**src/rtl/tick_sched_if.sv**
```systemverilog
// Configuration handshake bundle for tick_sched: valid/ready plus the channel,
// period and run fields of one configuration request.
interface tick_sched_if #(
    parameter int unsigned CH_W  = 2,
    parameter int unsigned PER_W = 16
);
    logic             cfg_valid;
    logic             cfg_ready;
    logic [CH_W-1:0]  cfg_ch;
    logic [PER_W-1:0] cfg_period;
    logic             cfg_run;

    modport master (
        output cfg_valid, cfg_ch, cfg_period, cfg_run,
        input  cfg_ready
    );

    modport slave (
        input  cfg_valid, cfg_ch, cfg_period, cfg_run,
        output cfg_ready
    );
endinterface

```
**src/rtl/tick_sched.sv**
```systemverilog
// Multi-channel tick scheduler: one shared prescaler produces a base tick, and
// each channel divides it by a runtime-programmable period into a one-cycle
// enable pulse. Period changes on a running channel wait for its wrap.
// Optional feature macro TICK_SCHED_FREEZE_EN adds a freeze input that stalls
// the prescaler (and therefore every channel) while asserted.
module tick_sched #(
    parameter int unsigned PRE_N = 12000,
    parameter int unsigned PRE_W = 14,
    parameter int unsigned NCH   = 4,
    parameter int unsigned CH_W  = 2,
    parameter int unsigned PER_W = 16
) (
    input  logic           clk,
    input  logic           rst,
    tick_sched_if.slave    cfg,
`ifdef TICK_SCHED_FREEZE_EN
    input  logic           freeze,
`endif
    output logic           base_tick,
    output logic [NCH-1:0] tick_out,
    output logic [NCH-1:0] run_status,
    output logic           busy
);

    logic [PRE_W-1:0] pre_cnt;
    logic             hold;

    logic [PER_W-1:0] cnt      [NCH];
    logic [PER_W-1:0] per      [NCH];
    logic [PER_W-1:0] pend_per [NCH];
    logic [NCH-1:0]   pend;
    logic [NCH-1:0]   run;

    logic [NCH-1:0]   sel;
    logic [NCH-1:0]   adv;
    logic [NCH-1:0]   wrap;
    logic [NCH-1:0]   take;
    logic             ready_c;
    logic             zero;
    logic             kill;

`ifdef TICK_SCHED_FREEZE_EN
    assign hold = freeze;
`else
    assign hold = 1'b0;
`endif

    // Prescaler; freeze stops the count and suppresses new base ticks.
    always_ff @(posedge clk or negedge rst) begin
        if (!rst) begin
            pre_cnt   <= '0;
            base_tick <= 1'b0;
        end else if (hold) begin
            base_tick <= 1'b0;
        end else if (pre_cnt == PRE_W'(PRE_N - 1)) begin
            pre_cnt   <= '0;
            base_tick <= 1'b1;
        end else begin
            pre_cnt   <= pre_cnt + PRE_W'(1);
            base_tick <= 1'b0;
        end
    end

    // Channel decode, advance/wrap detection and handshake acceptance.
    always_comb begin
        sel  = '0;
        adv  = '0;
        wrap = '0;
        take = '0;
        for (int i = 0; i < NCH; i++) begin
            sel[i]  = (cfg.cfg_ch == CH_W'(i));
            adv[i]  = run[i] & base_tick;
            wrap[i] = adv[i] & (cnt[i] == per[i] - PER_W'(1));
        end
        // Out-of-range channels select nothing, so they are always ready and dropped.
        ready_c = ~|(sel & pend);
        for (int i = 0; i < NCH; i++) begin
            take[i] = cfg.cfg_valid & ready_c & sel[i];
        end
        zero = (cfg.cfg_period == '0);
        kill = ~cfg.cfg_run | zero;
    end

    assign cfg.cfg_ready = ready_c;

    // Per-channel counter, period, pending period and run state.
    always_ff @(posedge clk or negedge rst) begin
        if (!rst) begin
            for (int i = 0; i < NCH; i++) begin
                cnt[i]      <= '0;
                per[i]      <= '0;
                pend_per[i] <= '0;
            end
            pend     <= '0;
            run      <= '0;
            tick_out <= '0;
        end else begin
            for (int i = 0; i < NCH; i++) begin
                tick_out[i] <= 1'b0;
                if (take[i] && (!run[i] || kill)) begin
                    // Stopped channel, or a stop/zero request: apply at once, no tick.
                    per[i]  <= cfg.cfg_period;
                    cnt[i]  <= '0;
                    pend[i] <= 1'b0;
                    run[i]  <= cfg.cfg_run & ~zero;
                end else if (take[i] && wrap[i]) begin
                    // New period lands exactly on a wrap: tick and load directly.
                    per[i]      <= cfg.cfg_period;
                    cnt[i]      <= '0;
                    tick_out[i] <= 1'b1;
                end else begin
                    if (take[i]) begin
                        pend_per[i] <= cfg.cfg_period;
                        pend[i]     <= 1'b1;
                    end
                    if (wrap[i]) begin
                        cnt[i]      <= '0;
                        tick_out[i] <= 1'b1;
                        if (pend[i]) begin
                            per[i]  <= pend_per[i];
                            pend[i] <= 1'b0;
                        end
                    end else if (adv[i]) begin
                        cnt[i] <= cnt[i] + PER_W'(1);
                    end
                end
            end
        end
    end

    assign run_status = run;
    assign busy       = |pend;

endmodule
```
**src/flat_wrapper.sv**
```systemverilog
// flat-port wrapper written by rule: the top's interface ports become plain ports
module tick_sched_flat 
#(
    parameter int unsigned PRE_N = 12000,
    parameter int unsigned PRE_W = 14,
    parameter int unsigned NCH   = 4,
    parameter int unsigned CH_W  = 2,
    parameter int unsigned PER_W = 16
)
  (clk, rst, base_tick, tick_out, run_status, busy, cfg_cfg_valid, cfg_cfg_ch, cfg_cfg_period, cfg_cfg_run, cfg_cfg_ready);
  tick_sched_if #(.CH_W(CH_W), .PER_W(PER_W)) cfg_i ();
  input  logic clk;
  input  logic rst;
  output logic base_tick;
  output logic [NCH-1:0] tick_out;
  output logic [NCH-1:0] run_status;
  output logic busy;
  input wire logic [$bits(cfg_i.cfg_valid)-1:0] cfg_cfg_valid;
  input wire logic [$bits(cfg_i.cfg_ch)-1:0] cfg_cfg_ch;
  input wire logic [$bits(cfg_i.cfg_period)-1:0] cfg_cfg_period;
  input wire logic [$bits(cfg_i.cfg_run)-1:0] cfg_cfg_run;
  output wire logic [$bits(cfg_i.cfg_ready)-1:0] cfg_cfg_ready;
  assign cfg_i.cfg_valid = cfg_cfg_valid;
  assign cfg_i.cfg_ch = cfg_cfg_ch;
  assign cfg_i.cfg_period = cfg_cfg_period;
  assign cfg_i.cfg_run = cfg_cfg_run;
  assign cfg_cfg_ready = cfg_i.cfg_ready;
  tick_sched #(.PRE_N(PRE_N), .PRE_W(PRE_W), .NCH(NCH), .CH_W(CH_W), .PER_W(PER_W)) u_core (.clk(clk), .rst(rst), .cfg(cfg_i), .base_tick(base_tick), .tick_out(tick_out), .run_status(run_status), .busy(busy));
endmodule
```
**config.mk**
```make
export PLATFORM = sky130hd
export DESIGN_NAME = tick_sched_flat
export DESIGN_NICKNAME = d
export VERILOG_FILES = /design/src/rtl/tick_sched_if.sv /design/src/rtl/tick_sched.sv /design/src/flat_wrapper.sv
export SDC_FILE = /design/constraint.sdc
export NUM_CORES = 1
export LEC_CHECK = 0
export CORE_UTILIZATION = 60
export CTS_BUF_LIST = sky130_fd_sc_hd__clkbuf_16
export DETAILED_ROUTE_END_ITERATION = 8
export DONT_BUFFER_PORTS = 1
export GPL_ROUTABILITY_DRIVEN = 0
export MAX_ROUTING_LAYER = met4
export PLACE_DENSITY_LB_ADDON = 0.12
export SLEW_MARGIN = 20
export SYNTH_ARGS = -nofsm -noshare
export SYNTH_HDL_FRONTEND = slang
export SYNTH_SLANG_ARGS = --single-unit
```
**constraint.sdc**
```tcl
create_clock -name clk -period 9.25 [get_ports clk]
set_input_delay 2.3125 -clock clk [delete_from_list [all_inputs] [get_ports clk]]
set_output_delay 2.3125 -clock clk [all_outputs]
set_load 0.01 [all_outputs]
```
==> run notes, run 1 <==
flow finished, numbers: dominant logic cell type in the layout=dfrtp_1, Pwr top=sequential cells, Fmax=between 150 and 200 MHz, fin crit share=0.548, Worst-path clk slew=roughly 0.06 ns, largest area contributor in the netlist=dfrtp_1, OpenROAD warnings=29, CP startpoint kind=primary input, cts bufs inserted=25, Via density=roughly 6.3, Worst Path Required=between 6 and 7 ns, Comb power frac=0.291, H-Tree Depth=1, P_clk=about 0.9 mW, gr ovfl total=0, synthesized cell area=between 10,000 and 15,000 µm², cts repair resizes=0, HP Class=flop to flop, CTS tree=yes, flop count=between 200 and 250, nets@finish=about 1.3k, initial DRC count=~730, CTS sink count=between 200 and 250, PwrDens=around 260 nW/µm², number of non-clock inverters=37, Seq share, synth=0.436, Final Hold Viols=0, CP arrival=about 2.8 ns, die footprint=approximately 22,000 µm², clk_lat worst skew=0.52 ns, Leak=about 5.5 nW, CP Max Fanout=8, yosys cell count=around 1.3k, Post-synth regs=219, comb_multi_in=between 900 and 1k, Synth Area per Inst=about 9.7 µm², First-pass DRT Iterations=5, Max-cap violations=0, largest net degree at the start of global routing=220, top cells by count=219 x dfrtp_1, 133 x nor2_1, 82 x nand2_1, 77 x xor2_1, 61 x xnor2_1, die height=~150 µm, CP Class=primary input to output pin, first-pass GRT wire length=just under 50,000 µm, Setup Viol. Count Final=0, most common cell in the netlist=dfrtp_1, num rows=between 50 and 60, cell count of the worst reg-to-reg path=9, fill count=around 1.6k, area share of the largest cell type after synthesis=0.436, layout cells sized above 1=0.0818, CTS Buffer Depth=3, fraction of area in multi-input gates=0.494, overall routing resource usage=0.289, Root Driver=clkbuf_16, Hold Buf Count CTS=0, Slew headroom=0.338, Buffers excl. clock=8, Tot Pwr=around 3.5 mW, cell count after synthesis=between 1k and 1.5k, RSZ-0062 raised after global routing=no, YS chip area=approximately 13,000 µm², switching share of power=0.354, most numerous logic cells after layout=219 x dfrtp_1, 133 x nor2_1, 82 x nand2_1, P_sw=between 1 and 1.5 mW, power of the sequential group=1.60 mW, Reg power frac=0.453, final std cells w/o fill=around 1.5k, most common flop cell mapped by yosys=dfrtp_1, Synth Warn #=0, number of enable flip-flop cells=0, Detailed Place HPWL=20,100 µm, antenna diode count=1, Flop area=roughly 5500 µm², DIE WIDTH=147 µm, Worst VDD drop=0.000155 V, clock share of power=0.256, setup bufs post-CTS=0, antenna violations before repair=1, DRC violations left=0, largest cell class by area=logic gates, Starting Density=0.617, setup_tns=0 ns, IO buf count=0, crit path capture type=output pin, Comb area=around 6600 µm², vias in the first global route=9,431, final WL=between 20,000 and 30,000 µm, core area=approximately 20,000 µm², Comb group=approximately 1 mW, Setup WS post-layout=4.18 ns, clk_skew=roughly 0.01 ns, well-tap cell count=approximately 270, Clock-cell share=0.0552, Final Critical Period=approximately 5.1 ns, synth unique cells=84, Slew @ Worst Pin=approximately 0.99 ns, sequential share of cell area=0.410, CLK BUF=25, Placed Cells incl. Taps=approximately 1.5k, Non-clock buffers, area share=0.00450, antenna viol nets, final=0, Area Overhead vs Synth=6.21%, WL/cell=19.2 µm, via count=9,704, status=completed, Internal=2.28 mW, # IOs=33, Mapped Nets=1,328, dpl ws=about 3.6 ns, top cells, area=dfrtp_1 44%, xor2_1 5.4%, mux2_1 4.7%, hold path depth=1, FFs w/ async S/R, synth=1.00, Slew Viols, Final=0
-- run 1: critical path, cell delays in order --
cell and delay [ns]:
nor2b_1 0.12, o21ai_0 0.15, o21ai_0 0.17
-- run 1: registers in the layout, summed over array words and instances, names as in the netlist --
register           flops
u_core.pre_cnt        14
u_core.base_tick       1
u_core.pend            4
u_core.tick_out        4
u_core.cnt            64
u_core.per            64
u_core.pend_per       64
u_core.run_status      4
-- run 1: stage by stage --
step,hold WS (ns),instance area (µm²),util
after floorplan,0.424,12600,-
after global placement,0.445,12600,0.619
after detailed placement,0.454,12600,0.619
after CTS,0.461,13300,0.655
after global routing,0.479,13300,0.656
final,0.458,13400,0.656
-- run 1: kinds of logic (layout without fill, tap and decap cells) --
logic type,count (synthesis),after routing,synth area share
and+or+nand+nor,450,450,0.183
adders and majority gates,9,9,0.00896
DFF,219,219,0.436
AOI/OAI and AO/OA,268,268,0.158
muxes,86,86,0.0762
xor gates and xnor gates,138,138,0.0961
buffers and inverters,127,89,0.0413
other,0,1,0
-- run 1: metal layers --
| layer | vias to the layer above | track usage | part of all wire |
|---|---|---|---|
| met3 | 45 | 0.0463 | 0.057 |
| li1 | 4579 | - | - |
| met4 | 0 | 0.0667 | 0.018 |
| met1 | 4813 | 0.415 | 0.47 |
| met5 | - | - | 0 |
| met2 | 267 | 0.432 | 0.45 |
-- run 1: path summary, 6_finish.rpt --
check / startpoint / end / slack [ns]
worst max-delay path: cfg_cfg_ch[0] / cfg_cfg_ready / 4.18
worst min-delay path: u_core.pre_cnt[0] / u_core.pre_cnt[0] / 0.46
worst max register to register: u_core.per[52] / u_core.per[63] / 4.89
worst min register to register: u_core.pre_cnt[0] / u_core.pre_cnt[0] / 0.46
max in group asynchronous: rst / u_core.cnt[7] / 7.23
min in group asynchronous: rst / u_core.cnt[52] / 1.48
run_1/layer_met1.png
Scale: 2 px per µm. Supply wires on this layer in grey.
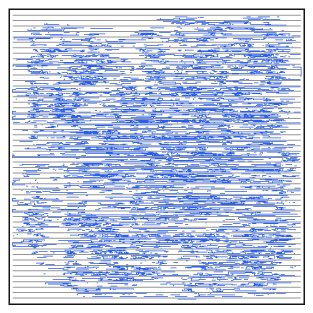
nets with wire on the layer	1,191
longest straight run	77.3 µm

run_1/layer_met2.png
Scale: 2 px per µm. Cells faint in the background.
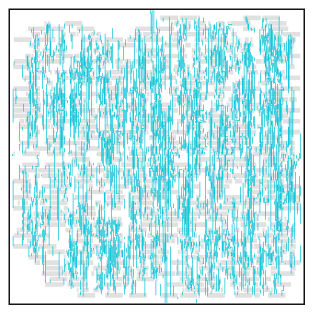
nets with wire on the layer	1,082
share of all routed wire	45%

run_1/layer_met3.png
Scale: 2 px per µm.
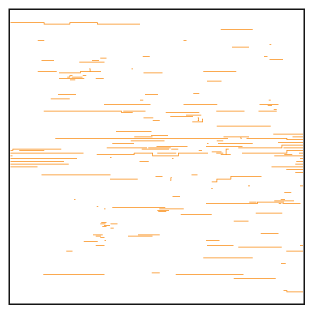
main direction	horizontal
longest straight run	86.0 µm
wire length on this layer	1,660 µm

==> run 2, diff against run 1 <==
- CORE_UTILIZATION: 60 -> 58
- clock period: 9.25 -> 4.2 ns (I/O delays scaled with it)
run_2/layer_met4.png
Scale: 2 px per µm. Supply wires on this layer in grey.
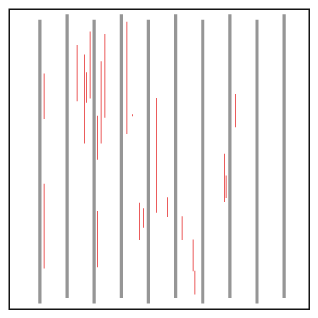
nets with wire on the layer	14
main direction	vertical
longest straight run	57.1 µm
share of all routed wire	1.8%

run_2/layer_met1.png
Scale: 2 px per µm. Supply wires on this layer in grey.
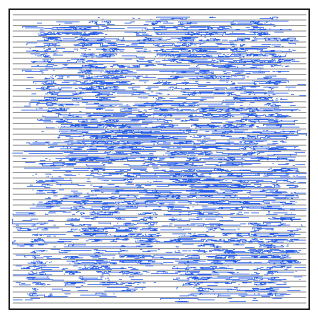
wire length on this layer	14,300 µm
share of all routed wire	47%
main direction	horizontal
nets with wire on the layer	1,221

==> run notes, run 2 <==
flow finished, numbers: cells along the critical path=inv_1 > ha_1 > nor3b_1 > nand4_1 > xnor2_1 > a2111oi_0 > o2111a_1 > o2111ai_2 > buf_4 > nand3b_1 > buf_4 > mux2_2, First-pass DRT Iterations=5 (unchanged), final WL=30,200 µm (+2.9%), Multiplexer share=0.0762 (unchanged), xor/xnor share=0.0961 (unchanged), Worst Path Required=4.60 ns (-2.34 ns), Synth Area per Inst=9.69 µm² (unchanged), Dominant comb cell=simple AND/OR/NAND/NOR gates, Seq share, synth=0.436 (unchanged), FFs w/ async S/R, synth=1.00 (unchanged), number of enable flip-flop cells=0 (unchanged), most numerous logic cells after layout=219 x dfrtp_1, 133 x nor2_1, 82 x nand2_1, first-pass GRT wire length=49,700 µm (+1.2%), Max-cap violations=0 (unchanged), most common cell in the netlist=dfrtp_1, M1 GR Usage=0.413 (-0.00172), # IOs=33 (unchanged), cts repair resizes=0 (unchanged), Levels on crit path=12 (+9), largest registers=u_core.cnt: 64 flops, u_core.pend_per: 64 flops, u_core.per: 64 flops, Mapped Nets=1,328 (unchanged), cell mode on critical path=buf_4, OpenROAD warnings=28 (-3.4%), Final Hold Viols=0 (unchanged), synthesized cell area=12,600 µm² (unchanged), gr ovfl total=0 (unchanged), Final Critical Period=~3.8 ns, CTS Buffer Depth=3 (unchanged), vias in the first global route=9,314 (-1.2%), largest area contributor in the netlist=dfrtp_1, crit path capture type=flop, antenna diode count=0 (-1), status=completed, top cells, area=dfrtp_1 44%, xor2_1 5.4%, mux2_1 4.7%, CTS tree=yes, DIE WIDTH=149 µm (+1.7%), Hold Slack=0.225 ns (-0.233 ns), critical path's top delay family=simple AND/OR/NAND/NOR gates, antenna violations before repair=0 (-1), M1 WL=14,300 µm (+2.9%), Leak=5.62 nW (+1.3%), nets@finish=1,290 (+1.3%), Fmax=264 MHz, CTS sink count=219 (unchanged), yosys cell count=1,297 (unchanged), uppermost layer routed=met4, CP Class=flop to flop, cell count of the worst reg-to-reg path=12 (+3), IO buf count=0 (unchanged), dominant logic cell type in the layout=dfrtp_1, met3 WL=2070 µm (+25%), Area Overhead vs Synth=7.03%, WP buf/inv=3 (+3), clk_skew=0.0116 ns (+0.00168 ns), Simple Share, Synth=0.183 (unchanged), Global Route met2 Usage=0.426 (-0.00547), cts bufs inserted=24 (-4.0%), RSZ-0062 raised after global routing=no, Hold Buf Count CTS=0 (unchanged), YS chip area=12,600 µm² (unchanged), CP Max Fanout=23 (+15), via count=9,756 (+0.54%), WL/cell=19.5 µm (+1.6%), cell count after synthesis=1,297 (unchanged), setup bufs post-CTS=0 (unchanged), fin crit share=0.902, HP Class=primary input to asynchronous set/reset pin, num rows=53 (+1.9%), die footprint=22,300 µm² (+3.4%), overall routing resource usage=0.290 (+0.000695), setup_tns=0 ns (unchanged), Post-synth regs=219 (unchanged), layout cells sized above 1=0.0871 (+0.00532), top cells by count=219 x dfrtp_1, 133 x nor2_1, 82 x nand2_1, 77 x xor2_1, 61 x xnor2_1, fill count=1,730 (+6.1%), clk_lat worst skew=0.52 ns (about the same), aoi share=0.158 (unchanged), Slew Viols, Final=0 (unchanged), Detailed Place HPWL=21,000 µm (+4.6%), die height=149 µm (+1.7%), Root Driver=clkbuf_16, Slew @ Worst Pin=0.900 ns (-0.0901 ns), Worst VDD drop=0.000300 V (+93%), largest net degree at the start of global routing=220 (unchanged), crit-path max cell delay=0.62 ns (+0.45 ns), Starting Density=0.594 (-0.0230), Worst-path clk slew=0.06 ns (about the same), Via density=6.30 (-0.70%), initial DRC count=861 (+19%), Crit-path slowest cell=nor3b_1, met3 usage=0.0547 (+0.00847), CP startpoint kind=flop, core area=21,200 µm² (+3.9%), Slew headroom=0.399 (+0.0614), CP arrival=4.19 ns (+1.43 ns), synth unique cells=84 (unchanged), DRC violations left=0 (unchanged), met2 WL=13,200 µm (about the same), H-Tree Depth=1 (unchanged), area share of the largest cell type after synthesis=0.436 (unchanged), busiest grt layer=met2, PwrDens=581 nW/µm² (+120%), antenna viol nets, final=0 (unchanged), Setup Viol. Count Final=0 (unchanged), Comb area=6580 µm² (-0.27%), most common flop cell mapped by yosys=dfrtp_1, Flop area=5480 µm² (unchanged), yosys adder share=0.00896 (unchanged), Synth Warn #=0 (unchanged)
run_2/layer_met3.png
Scale: 2 px per µm.
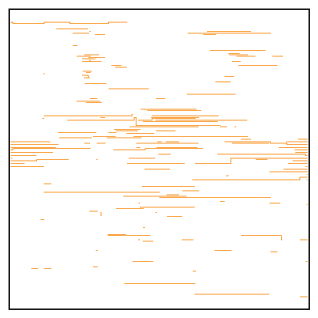
wire length on this layer	2,070 µm
share of all routed wire	6.9%
nets with wire on the layer	93
longest straight run	57.7 µm
main direction	horizontal

run 2: cell counts after synthesis:
Identical to the previous run, type by type.
run 2: cells by family (layout without fill, tap and decap cells):
group / count (synthesis) / in the layout
AND-OR/OR-AND: 268 / 268
flip-flops: 219 / 219
multiplexers: 86 / 86
buffers and inverters: 127 / 104
XOR/XNOR: 138 / 138
AND/OR/NAND/NOR: 450 / 450
adder cells (fa/ha/maj): 9 / 9
run 2: metrics by stage:
stage          worst slack [ns]  total power, mW  instance area, µm²  cells   util
6_report                  0.414             7.82               13500   1549  0.636
5_1_grt                   0.131             8.30               13500   1549  0.636
4_1_cts                   0.469             7.82               13500   1549  0.636
3_5_place_dp              0.487             5.84               12700   1508  0.602
3_3_place_gp              0.539             5.74               12700   1508  0.602
2_1_floorplan             0.901             5.22               12600   1297      -
run 2: final cells by class:
| cell class | instances | share of cell area |
|---|---|---|
| Tap cell | 275 | 0.0256 |
| Inverter | 37 | 0.0103 |
| Clock inverter | 16 | 0.00688 |
| Clock buffer | 25 | 0.0465 |
| Sequential cell | 219 | 0.407 |
| Multi-Input combinational cell | 951 | 0.489 |
| Timing Repair Buffer | 26 | 0.0145 |
run 2: final timing paths:
check	startpoint	slack, ns	to
setup / recovery	u_core.per[0]	0.41	u_core.pend_per[13]
hold / removal	rst	0.23	u_core.cnt[57]
setup reg to reg	u_core.per[0]	0.41	u_core.pend_per[13]
hold reg to reg	u_core.pre_cnt[0]	0.46	u_core.pre_cnt[0]
max in group asynchronous	rst	3.72	u_core.cnt[18]
min in group clk	u_core.pre_cnt[0]	0.46	u_core.pre_cnt[0]
run 2: where the power goes:
part	switching [mW]	total, mW	leakage (nW)	internal, mW
combinational	1.15	2.32	2.50	1.18
sequential	0.785	3.52	2.75	2.74
clock	0.845	1.97	0.372	1.12
Power figures rest on the tool's default switching activity, not on a simulated workload.
